<file path="config.mk">
export PLATFORM = sky130hd
export DESIGN_NAME = cpu_core_gen2_flat
export DESIGN_NICKNAME = d
export VERILOG_FILES = /design/src/rtl/cpu_core_gen2_if.sv /design/src/rtl/cpu_core_gen2.sv /design/src/flat_wrapper.sv
export SDC_FILE = /design/constraint.sdc
export NUM_CORES = 1
export LEC_CHECK = 0
export ABC_CLOCK_PERIOD_IN_PS = 3300
export CAP_MARGIN = 20
export CORE_ASPECT_RATIO = 0.7
export CORE_UTILIZATION = 30
export CTS_CLUSTER_DIAMETER = 120
export DETAILED_ROUTE_END_ITERATION = 12
export SETUP_SLACK_MARGIN = 0.15
export SYNTH_ARGS = -nofsm -noshare
export SYNTH_HDL_FRONTEND = slang
export SYNTH_SLANG_ARGS = --single-unit
</file>
<file path="constraint.sdc">
create_clock -name clk -period 3.3 [get_ports clk]
set_clock_uncertainty 0.2 [all_clocks]
set_input_delay 0.33 -clock clk [delete_from_list [all_inputs] [get_ports clk]]
set_output_delay 0.33 -clock clk [all_outputs]
set_load 0.005 [all_outputs]
</file>
<file path="src/rtl/cpu_core_gen2_if.sv">
// Memory bus and output-port bundle of the accumulator core.
// The core drives the master side; memory/display logic sits on the slave side.
interface cpu_core_gen2_if #(
   parameter int DATA_WIDTH = 8,
   parameter int ADDR_WIDTH = 16
);
   logic [ADDR_WIDTH-1:0] mem_address;
   logic                  mem_read;
   logic                  mem_write;
   logic [DATA_WIDTH-1:0] mem_data_in;
   logic [DATA_WIDTH-1:0] mem_data_out;
   logic                  mem_ready;
   logic [DATA_WIDTH-1:0] out_data;
   logic                  out_valid;
   logic                  out_ready;

   modport master (
      output mem_address, mem_read, mem_write, mem_data_out, out_data, out_valid,
      input  mem_data_in, mem_ready, out_ready
   );

   modport slave (
      input  mem_address, mem_read, mem_write, mem_data_out, out_data, out_valid,
      output mem_data_in, mem_ready, out_ready
   );
endinterface

</file>
<file path="src/rtl/cpu_core_gen2.sv">
// Multi-cycle accumulator CPU: hardwired FSM sequencer with wait-stated bus and handshaked output port.
//   state      | meaning
//   S_RESET    | one idle cycle after reset, no strobes
//   S_FETCH    | read opcode at PC
//   S_EXEC     | decode, ALU/MOV commit
//   S_IMM      | read immediate, LDI commit
//   S_ADDR_HI  | read high address word
//   S_ADDR_LO  | read low address word, resolve jumps
//   S_MEM_RD   | LDA data read and commit
//   S_MEM_WR   | STA data write
//   S_OUT_WAIT | out_valid held until out_ready
//   S_HALT     | terminal until reset
module cpu_core_gen2 #(
   parameter int          DATA_WIDTH   = 8,
   parameter int          ADDR_WIDTH   = 16,
   parameter int          NUM_REGS     = 4,
   parameter logic [31:0] RESET_VECTOR = 32'h0000_F000
) (
   input  logic                  clk,
   input  logic                  reset,
   cpu_core_gen2_if.master       bus,
   output logic                  halt,
   output logic                  flag_zero_o,
   output logic                  flag_carry_o,
   output logic                  flag_negative_o,
   output logic [ADDR_WIDTH-1:0] debug_pc,
   output logic [DATA_WIDTH-1:0] debug_ir
);
   localparam int RW = $clog2(NUM_REGS);
   localparam logic [ADDR_WIDTH-1:0] PC_RST = RESET_VECTOR[ADDR_WIDTH-1:0];

   typedef enum logic [3:0] {
      S_RESET, S_FETCH, S_EXEC, S_IMM, S_ADDR_HI, S_ADDR_LO,
      S_MEM_RD, S_MEM_WR, S_OUT_WAIT, S_HALT
   } state_t;

   state_t                state_q, state_d;
   logic [ADDR_WIDTH-1:0] pc_q, pc_d;
   logic [ADDR_WIDTH-1:0] addr_q, addr_d;
   logic [DATA_WIDTH-1:0] ir_q, ir_d;
   logic [DATA_WIDTH-1:0] addr_hi_q, addr_hi_d;
   logic [DATA_WIDTH-1:0] out_data_q, out_data_d;
   logic [DATA_WIDTH-1:0] regs_q [NUM_REGS];
   logic [DATA_WIDTH-1:0] regs_d [NUM_REGS];
   logic                  z_q, z_d, c_q, c_d, n_q, n_d;

   logic [3:0]            op;
   logic [RW-1:0]         rd;
   logic [DATA_WIDTH-1:0] r0, rd_val, alu_res;
   logic [DATA_WIDTH:0]   sum, diff;
   logic                  alu_c, jump_taken;
   logic [ADDR_WIDTH-1:0] target;

   assign op     = ir_q[7:4];
   assign rd     = ir_q[RW-1:0];
   assign r0     = regs_q[0];
   assign rd_val = regs_q[rd];
   assign sum    = {1'b0, r0} + {1'b0, rd_val};
   assign diff   = {1'b0, r0} - {1'b0, rd_val};
   assign target = ADDR_WIDTH'({addr_hi_q, bus.mem_data_in});

   always_comb begin
      alu_res = r0;
      alu_c   = 1'b0;
      case (op)
         4'h4:    {alu_c, alu_res} = sum;
         4'h5:    begin alu_res = diff[DATA_WIDTH-1:0]; alu_c = ~diff[DATA_WIDTH]; end
         4'h6:    alu_res = r0 & rd_val;
         4'h7:    alu_res = r0 | rd_val;
         4'h8:    alu_res = r0 ^ rd_val;
         default: ;
      endcase
   end

   always_comb begin
      case (op)
         4'hA:    jump_taken = 1'b1;
         4'hB:    jump_taken = z_q;
         4'hC:    jump_taken = c_q;
         4'hD:    jump_taken = n_q;
         default: jump_taken = 1'b0;
      endcase
   end

   always_ff @(posedge clk) begin
      if (reset) begin
         state_q    <= S_RESET;
         pc_q       <= PC_RST;
         addr_q     <= '0;
         ir_q       <= '0;
         addr_hi_q  <= '0;
         out_data_q <= '0;
         regs_q     <= '{default: '0};
         z_q        <= 1'b0;
         c_q        <= 1'b0;
         n_q        <= 1'b0;
      end else begin
         state_q    <= state_d;
         pc_q       <= pc_d;
         addr_q     <= addr_d;
         ir_q       <= ir_d;
         addr_hi_q  <= addr_hi_d;
         out_data_q <= out_data_d;
         regs_q     <= regs_d;
         z_q        <= z_d;
         c_q        <= c_d;
         n_q        <= n_d;
      end
   end

   always_comb begin
      state_d    = state_q;
      pc_d       = pc_q;
      addr_d     = addr_q;
      ir_d       = ir_q;
      addr_hi_d  = addr_hi_q;
      out_data_d = out_data_q;
      regs_d     = regs_q;
      z_d        = z_q;
      c_d        = c_q;
      n_d        = n_q;
      case (state_q)
         S_RESET: state_d = S_FETCH;
         S_FETCH: if (bus.mem_ready) begin
            ir_d    = bus.mem_data_in;
            pc_d    = pc_q + ADDR_WIDTH'(1);
            state_d = S_EXEC;
         end
         S_EXEC: begin
            state_d = S_FETCH;
            case (op)
               4'h1: state_d = S_IMM;
               4'h2, 4'h3, 4'hA, 4'hB, 4'hC, 4'hD: state_d = S_ADDR_HI;
               4'h4, 4'h5, 4'h6, 4'h7, 4'h8: begin
                  regs_d[0] = alu_res;
                  z_d       = (alu_res == '0);
                  c_d       = alu_c;
                  n_d       = alu_res[DATA_WIDTH-1];
               end
               4'h9: regs_d[rd] = r0;
               4'hE: begin
                  out_data_d = rd_val;
                  state_d    = S_OUT_WAIT;
               end
               4'hF: state_d = S_HALT;
               default: ;
            endcase
         end
         S_IMM: if (bus.mem_ready) begin
            regs_d[rd] = bus.mem_data_in;
            z_d        = (bus.mem_data_in == '0);
            c_d        = 1'b0;
            n_d        = bus.mem_data_in[DATA_WIDTH-1];
            pc_d       = pc_q + ADDR_WIDTH'(1);
            state_d    = S_FETCH;
         end
         S_ADDR_HI: if (bus.mem_ready) begin
            addr_hi_d = bus.mem_data_in;
            pc_d      = pc_q + ADDR_WIDTH'(1);
            state_d   = S_ADDR_LO;
         end
         S_ADDR_LO: if (bus.mem_ready) begin
            addr_d  = target;
            pc_d    = jump_taken ? target : pc_q + ADDR_WIDTH'(1);
            state_d = (op == 4'h2) ? S_MEM_RD : (op == 4'h3) ? S_MEM_WR : S_FETCH;
         end
         S_MEM_RD: if (bus.mem_ready) begin
            regs_d[rd] = bus.mem_data_in;
            z_d        = (bus.mem_data_in == '0);
            c_d        = 1'b0;
            n_d        = bus.mem_data_in[DATA_WIDTH-1];
            state_d    = S_FETCH;
         end
         S_MEM_WR:   if (bus.mem_ready) state_d = S_FETCH;
         S_OUT_WAIT: if (bus.out_ready) state_d = S_FETCH;
         S_HALT:     state_d = S_HALT;
         default:    state_d = S_RESET;
      endcase
   end

   // Strobes decode from state only, so ready inputs never reach them combinationally.
   assign bus.mem_read     = (state_q == S_FETCH) || (state_q == S_IMM) || (state_q == S_ADDR_HI) ||
                             (state_q == S_ADDR_LO) || (state_q == S_MEM_RD);
   assign bus.mem_write    = (state_q == S_MEM_WR);
   assign bus.mem_address  = ((state_q == S_MEM_RD) || (state_q == S_MEM_WR)) ? addr_q : pc_q;
   assign bus.mem_data_out = (state_q == S_MEM_WR) ? rd_val : '0;
   assign bus.out_valid    = (state_q == S_OUT_WAIT);
   assign bus.out_data     = out_data_q;
   assign halt             = (state_q == S_HALT);
   assign flag_zero_o      = z_q;
   assign flag_carry_o     = c_q;
   assign flag_negative_o  = n_q;
   assign debug_pc         = pc_q;
   assign debug_ir         = ir_q;
endmodule

</file>
<file path="src/flat_wrapper.sv">
// flat-port wrapper written by rule: the top's interface ports become plain ports
module cpu_core_gen2_flat 
#(
   parameter int          DATA_WIDTH   = 8,
   parameter int          ADDR_WIDTH   = 16,
   parameter int          NUM_REGS     = 4,
   parameter logic [31:0] RESET_VECTOR = 32'h0000_F000
)
  (clk, reset, halt, flag_zero_o, flag_carry_o, flag_negative_o, debug_pc, debug_ir, bus_mem_address, bus_mem_read, bus_mem_write, bus_mem_data_out, bus_out_data, bus_out_valid, bus_mem_data_in, bus_mem_ready, bus_out_ready);
  cpu_core_gen2_if #(.DATA_WIDTH(DATA_WIDTH), .ADDR_WIDTH(ADDR_WIDTH)) bus_i ();
  input  logic clk;
  input  logic reset;
  output logic halt;
  output logic flag_zero_o;
  output logic flag_carry_o;
  output logic flag_negative_o;
  output logic [ADDR_WIDTH-1:0] debug_pc;
  output logic [DATA_WIDTH-1:0] debug_ir;
  output wire logic [$bits(bus_i.mem_address)-1:0] bus_mem_address;
  output wire logic [$bits(bus_i.mem_read)-1:0] bus_mem_read;
  output wire logic [$bits(bus_i.mem_write)-1:0] bus_mem_write;
  output wire logic [$bits(bus_i.mem_data_out)-1:0] bus_mem_data_out;
  output wire logic [$bits(bus_i.out_data)-1:0] bus_out_data;
  output wire logic [$bits(bus_i.out_valid)-1:0] bus_out_valid;
  input wire logic [$bits(bus_i.mem_data_in)-1:0] bus_mem_data_in;
  input wire logic [$bits(bus_i.mem_ready)-1:0] bus_mem_ready;
  input wire logic [$bits(bus_i.out_ready)-1:0] bus_out_ready;
  assign bus_mem_address = bus_i.mem_address;
  assign bus_mem_read = bus_i.mem_read;
  assign bus_mem_write = bus_i.mem_write;
  assign bus_mem_data_out = bus_i.mem_data_out;
  assign bus_out_data = bus_i.out_data;
  assign bus_out_valid = bus_i.out_valid;
  assign bus_i.mem_data_in = bus_mem_data_in;
  assign bus_i.mem_ready = bus_mem_ready;
  assign bus_i.out_ready = bus_out_ready;
  cpu_core_gen2 #(.DATA_WIDTH(DATA_WIDTH), .ADDR_WIDTH(ADDR_WIDTH), .NUM_REGS(NUM_REGS), .RESET_VECTOR(RESET_VECTOR)) u_core (.clk(clk), .reset(reset), .bus(bus_i), .halt(halt), .flag_zero_o(flag_zero_o), .flag_carry_o(flag_carry_o), .flag_negative_o(flag_negative_o), .debug_pc(debug_pc), .debug_ir(debug_ir));
endmodule
</file>
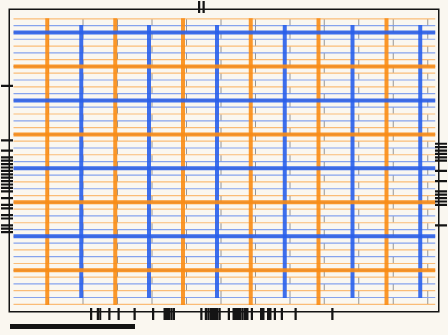
*Power grid*
The bar under the picture is 50 um long. Pins as bars on the die edge. Tap cells in gray.
| net | color |
|---|---|
| VSS | orange |
| VDD | blue |
rows: 42
tap cells: 264
met5 straps: 8
met1 rails: 43
met4 straps: 12

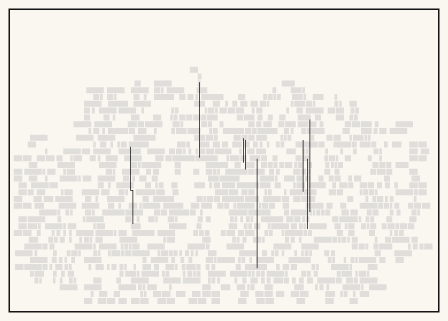
*Signal wires on met4*
Cells faint in the background.
nets with wire on the layer: 7
share of all routed wire: 0.99%
longest straight run: 43.5 um

==> results.json <==
{
  "synth_adder_area_share": 0.0628,
  "chipArea_sq_um": 20600,
  "setup-tns-final_ps": 0,
  "core-area_sq_um": 19300,
  "ant_nets": 0,
  "dpl.hpwl_um": 15200,
  "rrSetupSlack_ps": 120,
  "crit_path_end_kind": "register",
  "cts_tree": "built",
  "postCtsHoldBufs": 0,
  "htreeDepth": 3,
  "edf_count": 0,
  "synth_area_sq_um": 6020,
  "comb_area_sq_um": 4000,
  "min_path_type": "reg -> reg",
  "ys_area_sq_um": 6020,
  "cts_buffers": 9,
  "grt_max_degree": 47,
  "antenna_found_initial": 0,
  "hold_viol": 0,
  "ys_ff": 95,
  "cp.required_ps": 3310,
  "detail_route.first_pass.iterations": 5,
  "synth_cell_types": 74,
  "grt_pass1_vias": 5423,
  "synthCells": 746,
  "clk_latency_ps": 360,
  "async_flop_share": 0,
  "drv_slew": 0,
  "r2r_start": "u_core.debug_ir[0]",
  "critPathArrivalTime_ps": 3190,
  "worst_pin_slew_ps": 740,
  "reg2regPathDepth": 12,
  "warnings": 47,
  "ys_cells": 746,
  "r2r-end": "u_core.flag_negative_o",
  "max-slew-margin-rel": 0.506,
  "yosys_warnings": 0,
  "vdd_drop_max_mv": 0.214,
  "nFillCells": 1953,
  "cts.path.max_buffers": 2,
  "layout.area.seq_sq_um": 1910,
  "yosysSeqAreaShare": 0.316,
  "fp_util": 0.312,
  "final_nets": 885,
  "io_buffers": 74,
  "fmax_mhz": 314,
  "cts.clk_slew.worst_paths_ps": 80,
  "postSynthNetCount": 787,
  "overflow": 0,
  "ios": 75,
  "ys_sh_simple": 0.217,
  "max_cap_violations": 0,
  "ys_sh_mux": 0.103,
  "fp.dieH_um": 121,
  "finalWorstPathRequiredPeriod_ps": 3180,
  "finalCritPeriodShare": 0.965,
  "p_leak_nw": 2.87,
  "cp-start-kind": "register",
  "avgViaCountPerCell": 5.50,
  "synthXorXnorAreaFrac": 0.00873,
  "cts_sinks": 95,
  "largest_area_cell": "dfxtp_1",
  "ys_sh_aoi": 0.231,
  "diodes": 0,
  "min_path_cells": 2,
  "worstHoldStart": "u_core.addr_q[3]",
  "startpoint": "u_core.debug_ir[0]",
  "common_cells": "dfxtp_1, nor2_1, nand2_1",
  "cts_root_buf": "clkbuf_16",
  "gp_congestion": 0.929,
  "ys_top_logic_family": "AND-OR/OR-AND gates",
  "powerDensity_nw_per_um2": 357,
  "status": "complete, no violations",
  "rsz0062_at_grt": "true",
  "most_common_cell": "dfxtp_1",
  "yosys.area.top_type_share": 0.316,
  "finalSetupViolations": 0,
  "drive_gt1_frac": 0.192,
  "avgSynthCellArea_sq_um": 8.07,
  "topCellsByArea": "dfxtp_1, a21oi_1, ha_1, nor2_1, a211oi_1",
  "crit_fanout": 7,
  "ys.flop_type": "dfxtp_1",
  "drt_iter0_markers": 681,
  "final_core_util": 0.411,
  "grt_pass1_wl_um": 32400,
  "route.detailed.drc": 0,
  "worstSetupPathType": "reg -> reg",
  "area_growth_pct": 31.6,
  "hold_end": "u_core.addr_q[3]"
}
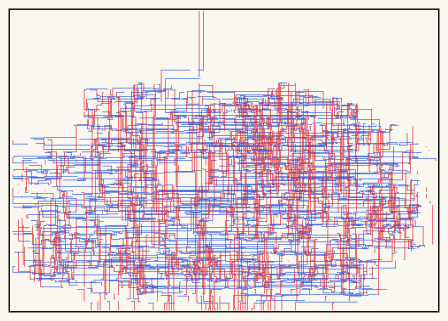
*Metal layers overlaid*
Two of the layers only.
| layer | color | wire length |
|---|---|---|
| met1 | blue | 10900 um |
| met2 | red | 8280 um |
Global Route Usage Sum: 0.207
Routed WL: 21300 um
via count: 6116
WL per Instance: 19.2 um

[stage by stage]
| step | instance area, sq um | setup slack (ps) | hold slack (ps) | power, mW | instances |
|---|---|---|---|---|---|
| floorplan | 6050 | 110 | 233 | 1.49 | 746 |
| global placement | 7310 | -43.8 | 241 | 1.69 | 1088 |
| detailed placement | 7310 | -65.9 | 246 | 1.68 | 1088 |
| CTS | 7690 | 87.6 | 257 | 2.77 | 1108 |
| global route | 7920 | 24.5 | 272 | 2.93 | 1113 |
| finish | 7920 | 116 | 256 | 2.83 | 1113 |
[cells by family (layout without fill, tap and decap cells)]
| family | after synthesis | in the layout |
|---|---|---|
| xor gates and xnor gates | 6 | 6 |
| muxes | 50 | 50 |
| and+or+nand+nor | 267 | 267 |
| buffers and inverters | 85 | 188 |
| adders and majority gates | 29 | 29 |
| AOI/OAI and AO/OA | 214 | 214 |
| DFF | 95 | 95 |
[power breakdown]
part | leakage (nW) | switching (mW) | total [mW] | internal [mW]
Clock | 0.153 | 0.538 | 1.10 | 0.561
Sequential | 0.768 | 0.0279 | 1.19 | 1.16
Combinational | 1.95 | 0.309 | 0.537 | 0.228
Total | 2.87 | 0.875 | 2.83 | 1.95
[worst max-delay path: stages (launching register included)]
cell	delay, ps
dfxtp_4	390
mux4_2	590
ha_4	220
buf_6	120
a211oi_4	290
o21bai_2	110
a211oi_2	270
buf_4	160
mux2i_1	60
a221o_1	360
buf_4	150
nand2_2	50
a31oi_1	80
[sequential cells by signal, indices dropped and copies added, names as in the netlist]
| name | flops |
|---|---|
| u_core.debug_pc | 16 |
| u_core.addr_q | 16 |
| u_core.addr_hi_q | 8 |
| u_core.r0 | 8 |
| u_core.debug_ir | 8 |
| u_core.regs_q | 24 |
| u_core.state_q | 4 |
| u_core.flag_negative_o | 1 |
| u_core.bus.out_data | 8 |
| u_core.flag_carry_o | 1 |
| u_core.flag_zero_o | 1 |
[metal layers]
metal  GRT usage  vias up  wire length, um
met2       0.267      276             8280
met4      0.0363        0              211
li1            -     2910                -
met3      0.0465       20             1980
met1       0.337     2910            10900
met5           0        -                0
[what timing repair did]
item                       4_1_cts  5_1_grt
pin swaps                       13       16
buffers inserted                 4        5
resized                          8       39
setup endpoints to repair        5        9
gates cloned                     0        0
[cell type report]
class,instances,area share
inverters,29,0.0137
clock buffers,10,0.0302
clock inverters,6,0.00917
multi-input cells,566,0.505
flip-flops and latches,95,0.241
repair buffers,143,0.160
well taps,264,0.0417
[layout by cell type (no fill, tap or decap), types with 14 or more instances in the layout]
cell             Yosys  layout
nand2_1             73      72
ha_1                27      17
mux2_2              17      17
inv_1               29      27
mux2i_1             25      25
nor2_1              88      86
o21ai_0             24      23
a21oi_1             69      67
and3_1              15      14
clkdlybuf4s50_1      0      73
a211oi_1            38      35
dfxtp_1             95      93
nand3_1             18      18
buf_4                5      66
[worst max path at each step]
stage	end	slack, ps	cells after the start
after floorplan	u_core.flag_zero_o	110	11
final	u_core.flag_negative_o	120	12
after CTS	u_core.flag_zero_o	90	10
after detailed placement	u_core.r0[7]	-70	12
after global placement	u_core.r0[7]	-40	12
after global routing	u_core.flag_zero_o	20	10
Power and IR drop assume default switching activity.
